===== config.mk =====
export PLATFORM = sky130hd
export DESIGN_NAME = time_base_counter
export DESIGN_NICKNAME = d
export VERILOG_FILES = /design/src/rtl/clock_pkg.sv /design/src/rtl/clk_tick_gen.sv /design/src/rtl/time_base_counter.sv
export SDC_FILE = /design/constraint.sdc
export NUM_CORES = 1
export LEC_CHECK = 0
export CAP_MARGIN = 10
export CORE_MARGIN = 1.5
export CORE_UTILIZATION = 61
export CTS_CLUSTER_DIAMETER = 40
export DETAILED_ROUTE_END_ITERATION = 12
export MAX_ROUTING_LAYER = met4
export PLACE_DENSITY = 0.85
export SYNTH_ARGS = -nofsm -noshare
export SYNTH_HDL_FRONTEND = slang
export SYNTH_SLANG_ARGS = --single-unit

===== constraint.sdc =====
create_clock -name CP50 -period 4.2 [get_ports CP50]
set_clock_uncertainty 0.05 [all_clocks]
set_input_delay 0.42 -clock CP50 [delete_from_list [all_inputs] [get_ports CP50]]
set_output_delay 0.42 -clock CP50 [all_outputs]
set_load 0.01 [all_outputs]

===== src/rtl/clock_pkg.sv =====
// Shared BCD limits, default prescale ratio and BCD helpers for the time base.
// Used by time_base_counter and clk_tick_gen.
package clock_pkg;

  localparam logic [7:0] SEC_MAX   = 8'h59;
  localparam logic [7:0] MIN_MAX   = 8'h59;
  localparam logic [7:0] HOUR_MAX  = 8'h23;
  localparam logic [7:0] HOUR_NOON = 8'h12;

  localparam int TICK_DIV_DEFAULT = 50_000_000;

  // Illegal digits collapse to 0 so a corrupted field recovers on the next tick.
  function automatic logic [7:0] bcd_clean(input logic [7:0] v, input logic [7:0] max);
    logic [7:0] r;
    r = v;
    if (r[3:0] > 4'd9)     r[3:0] = 4'd0;
    if (r[7:4] > max[7:4]) r[7:4] = 4'd0;
    if (r > max)           r = 8'h00;
    return r;
  endfunction

  function automatic logic [7:0] bcd_inc(input logic [7:0] v, input logic [7:0] max);
    logic [7:0] c;
    c = bcd_clean(v, max);
    if (c >= max)
      return 8'h00;
    else if (c[3:0] == 4'd9)
      return {c[7:4] + 4'd1, 4'd0};
    else
      return {c[7:4], c[3:0] + 4'd1};
  endfunction

  // BCD 24h -> 12h: 00 shows as 12, 13..23 drop by twelve with a digit borrow.
  function automatic logic [7:0] hour_to_12(input logic [7:0] h);
    if (h == 8'h00)
      return HOUR_NOON;
    else if (h <= HOUR_NOON)
      return h;
    else if (h[3:0] >= 4'd2)
      return {h[7:4] - 4'd1, h[3:0] - 4'd2};
    else
      return {h[7:4] - 4'd2, h[3:0] + 4'd8};
  endfunction

endpackage


===== src/rtl/clk_tick_gen.sv =====
// Prescaler dividing the system clock down to a single-cycle tick every
// TICK_DIV cycles; free-running, cleared only by the synchronous reset.
module clk_tick_gen
  import clock_pkg::*;
#(
  parameter int TICK_DIV = TICK_DIV_DEFAULT
) (
  input  logic clk,
  input  logic rst,
  output logic tick
);

  localparam int CW = (TICK_DIV > 1) ? $clog2(TICK_DIV) : 1;
  localparam logic [CW-1:0] LAST = CW'(TICK_DIV - 1);

  logic [CW-1:0] count;

  always_ff @(posedge clk) begin
    if (rst) begin
      count <= '0;
      tick  <= 1'b0;
    end else begin
      tick  <= (count == LAST);
      count <= (count == LAST) ? '0 : count + CW'(1);
    end
  end

endmodule


===== src/rtl/time_base_counter.sv =====
// BCD hh:mm:ss timekeeping core with adjust inputs and 24h/12h display.
// Optional hourly chime enabled by defining HOURLY_CHIME_EN.
module time_base_counter
  import clock_pkg::*;
#(
  parameter int TICK_DIV = TICK_DIV_DEFAULT
) (
  input  logic       CP50,
  input  logic       CR,
  input  logic       EN,
  input  logic       Ctrl24To12,
  input  logic       AdjH,
  input  logic       AdjM,
  output logic [7:0] HourOut,
  output logic [7:0] MinOut,
  output logic [7:0] SecOut,
  output logic       PM,
  output logic       Tick1Hz,
  output logic       Chime
);

  logic       tick;
  logic [7:0] sec, min, hour;
  logic [7:0] sec_next, min_next, hour_next;
  logic       sec_carry, min_carry;

  clk_tick_gen #(.TICK_DIV(TICK_DIV)) u_tick (
    .clk  (CP50),
    .rst  (CR),
    .tick (tick)
  );

  // Adjust merges with a carry on the same tick so a field never steps twice;
  // only normal counting carries upward, an adjust wrap stays in its field.
  always_comb begin
    sec_carry = EN && (bcd_clean(sec, SEC_MAX) == SEC_MAX);
    min_carry = sec_carry && (bcd_clean(min, MIN_MAX) == MIN_MAX);
    sec_next  = EN ? bcd_inc(sec, SEC_MAX) : bcd_clean(sec, SEC_MAX);
    min_next  = (sec_carry || AdjM) ? bcd_inc(min, MIN_MAX) : bcd_clean(min, MIN_MAX);
    hour_next = (min_carry || AdjH) ? bcd_inc(hour, HOUR_MAX) : bcd_clean(hour, HOUR_MAX);
  end

  always_ff @(posedge CP50) begin
    if (CR) begin
      sec  <= 8'h00;
      min  <= 8'h00;
      hour <= 8'h00;
    end else if (tick) begin
      sec  <= sec_next;
      min  <= min_next;
      hour <= hour_next;
    end
  end

  assign Tick1Hz = tick;
  assign SecOut  = sec;
  assign MinOut  = min;
  assign HourOut = Ctrl24To12 ? hour_to_12(hour) : hour;
  assign PM      = (hour >= HOUR_NOON);

`ifdef HOURLY_CHIME_EN
  logic       chime_r;
  logic [7:0] sec_view, min_view;

  // Chime follows the value the registers take on this edge so it lines up with SecOut.
  always_comb begin
    sec_view = tick ? sec_next : sec;
    min_view = tick ? min_next : min;
  end

  always_ff @(posedge CP50) begin
    if (CR)
      chime_r <= 1'b0;
    else
      chime_r <= (min_view == MIN_MAX) && (sec_view[7:4] == 4'd5) &&
                 sec_view[0] && (sec_view[3:0] <= 4'd9);
  end

  assign Chime = chime_r;
`else
  assign Chime = 1'b0;
`endif

endmodule


==> reports/summary.txt <==
Outcome = completed
Max Buffers Root-to-Sink = 2
Routing usage on met3 = 0.04420
Crit-path slowest cell = clkdlybuf4s50_1
Met2 Usage GRT = 0.4010
Non-clock buffers = 31
Cts repair resizes = 0
Cell total after placement = 457
Switching pwr = 193.0 µW
Main power group = registers
Share of layout cells above drive strength 1 = 0.03769
Multiplexer share = 0.003333
Fraction of registers with async set/reset = 0
Largest reg by FF count = u_tick.count
Area Overhead vs Synth = 14.67%
Cell type taking the most area = combinational gates
Cells after Synth = 376
Fin. Hold Viols = 0
Syn nets = 399
Yosys chip area = 0.003003 mm²
Seq pwr share = 0.551
Multi-input gates = 289
Gr usage total = 0.2531
Comb area = 0.001836 mm²
RePlAce Congestion = 0.9333
CTS Sinks = 51
HP Start = u_tick.count[0]$_SDFF_PP0_
Peak supply drop = 0.2036 mV
Unique cell types = 56
Post-synth regs = 51
LEAKAGE = 1.200 nW
AO/OA Area Share = 0.1625
Detailed router's first-iteration violation count = 166
Hold Path Sink = u_tick.count[0]$_SDFF_PP0_
Seq cells = 51
Comb. pwr = 39.1 µW
Worst path cell trace = inv_1 > ha_1 > and4_1 > or3_1 > or3_1 > o21ai_0 > clkdlybuf4s50_1
R2r worst-path depth = 9
Dpl cell area = 0.003322 mm²
Slew Viols, Final = 0
Routed WL = 6.140 mm
Total Neg Setup Slack = 0 ps
Met3 WL = 254 µm
Initial antenna violation count = 0
# setup viols final = 0
Required @ worst endpoint = 3730 ps
WL/cell = 13.20 µm
Max-cap violation count = 0
Power Dens Cells = 259.3 mW/mm²
Hold Crit Depth = 1
Switch share = 0.2162
Hold_buf cts = 0
CTS tree = done
R2R Path Start = hour[4]$_SDFFE_PP0P_
Worst endpoint data arrival time = 2760 ps
Synth Seq Share = 0.3400
Worst path buffer plus inverter count = 2
Yosys cell count = 376
Clk tree area frac = 0.03525
GR peak layer = met2
NonClk Buf Share = 0.09012
Syn. warnings = 0
FP Core Util = 0.6358
Headroom to the max-slew limit = 0.4542
Met1 Wirelength = 2.875 mm
Vias per cell = 5.783
# IOs = 33
# fillers = 376
PortBufs = 31
Ant diodes = 0
CP endpoint kind = output pin
Fmax = 0.3095 GHz
Placed wire-length estimate = 4.334 mm
M1 GR Usage = 0.3216
Total tool warning count = 35
Worst flop-to-flop path endpoint = hour[2]$_SDFFE_PP0P_
Setup bufs post-CTS = 0
Met2 wire length = 2.899 mm
Yosys adder share = 0.07083
H-tree levels = 2
Highest Signal Layer = met4
CP max stage delay = 550 ps
Largest net degree at the start of global routing = 26
CP Capture Point = HourOut[2]
Hold_ws = 439.1 ps
Clock buf count = 6
Overall Power = 892.9 µW
Largest register FFs = 26
Combinational Power Share = 0.044
Top non-seq family = simple AND/OR/NAND/NOR gates
Fin crit period = 3231 ps
Non-clk invs = 19
Well Taps = 67
## cells in the mapped netlist, drive strengths merged (4+ instances only)
cell type | number | area [µm²]
nor3b | 4 | 30.03
dfxtp | 51 | 1021
nand4 | 12 | 75.07
a22oi | 4 | 30.03
and3 | 6 | 37.54
inv | 18 | 67.56
nor3 | 11 | 55.05
or3 | 4 | 25.02
a31oi | 5 | 31.28
a21oi | 17 | 85.08
clkbuf | 9 | 33.78
o31ai | 6 | 58.81
ha | 17 | 212.7
nor4 | 5 | 43.79
nand2b | 4 | 25.02
nor2 | 52 | 195.2
o21ai | 14 | 70.07
and4 | 5 | 43.79
xor2 | 20 | 175.2
xnor2 | 5 | 43.79
buf | 8 | 41.29
nand3 | 19 | 95.09
and2 | 8 | 51.30
o211ai | 4 | 30.03
nand2 | 29 | 108.9
gate_families.png
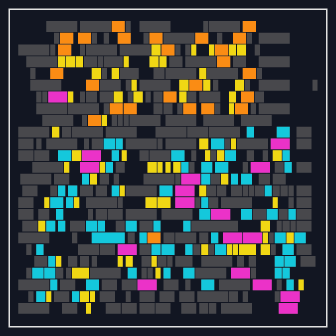
Key: yellow = NAND gates [cells 68, most used nand2_1]; magenta = adder and majority cells [cells 17, most used ha_1]; cyan = inverting AOI/OAI gates [cells 66, most used a21oi_1]; orange = XOR/XNOR gates [cells 25, most used xor2_1]
post-route insts no fill: 465
combinational share of cell area: 0.5331
most frequent logic cell in the layout: nor2_1

registers.png
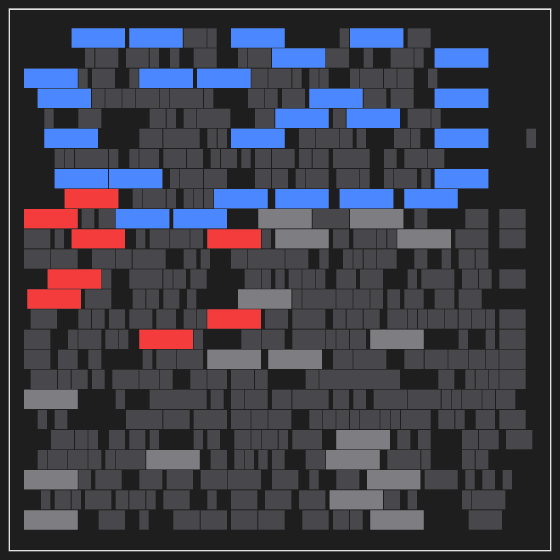
Key: blue = `u_tick.count` [flops 26]; red = `MinOut` [flops 8, where west]
sequential logic power: 492 µW
fraction of area in registers: 0.2965
Flop area: 0.001021 mm²
fin util: 0.7290

clock_map.png
Bar = 20 µm.
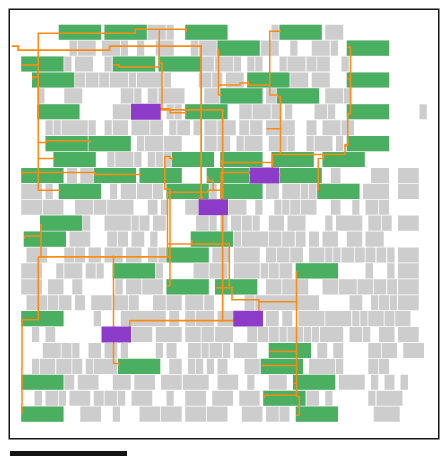
Key: green = flip-flops [count 51]; orange = clock wires [length 584 µm]; purple = cells driving clock nets [count 5]
Position of the flops: spread over the die.
clock-net power: 362 µW
Clock power frac: 0.405
Skew-Pair Late Insertion Delay: 310 ps

Power and IR drop assume default switching activity.
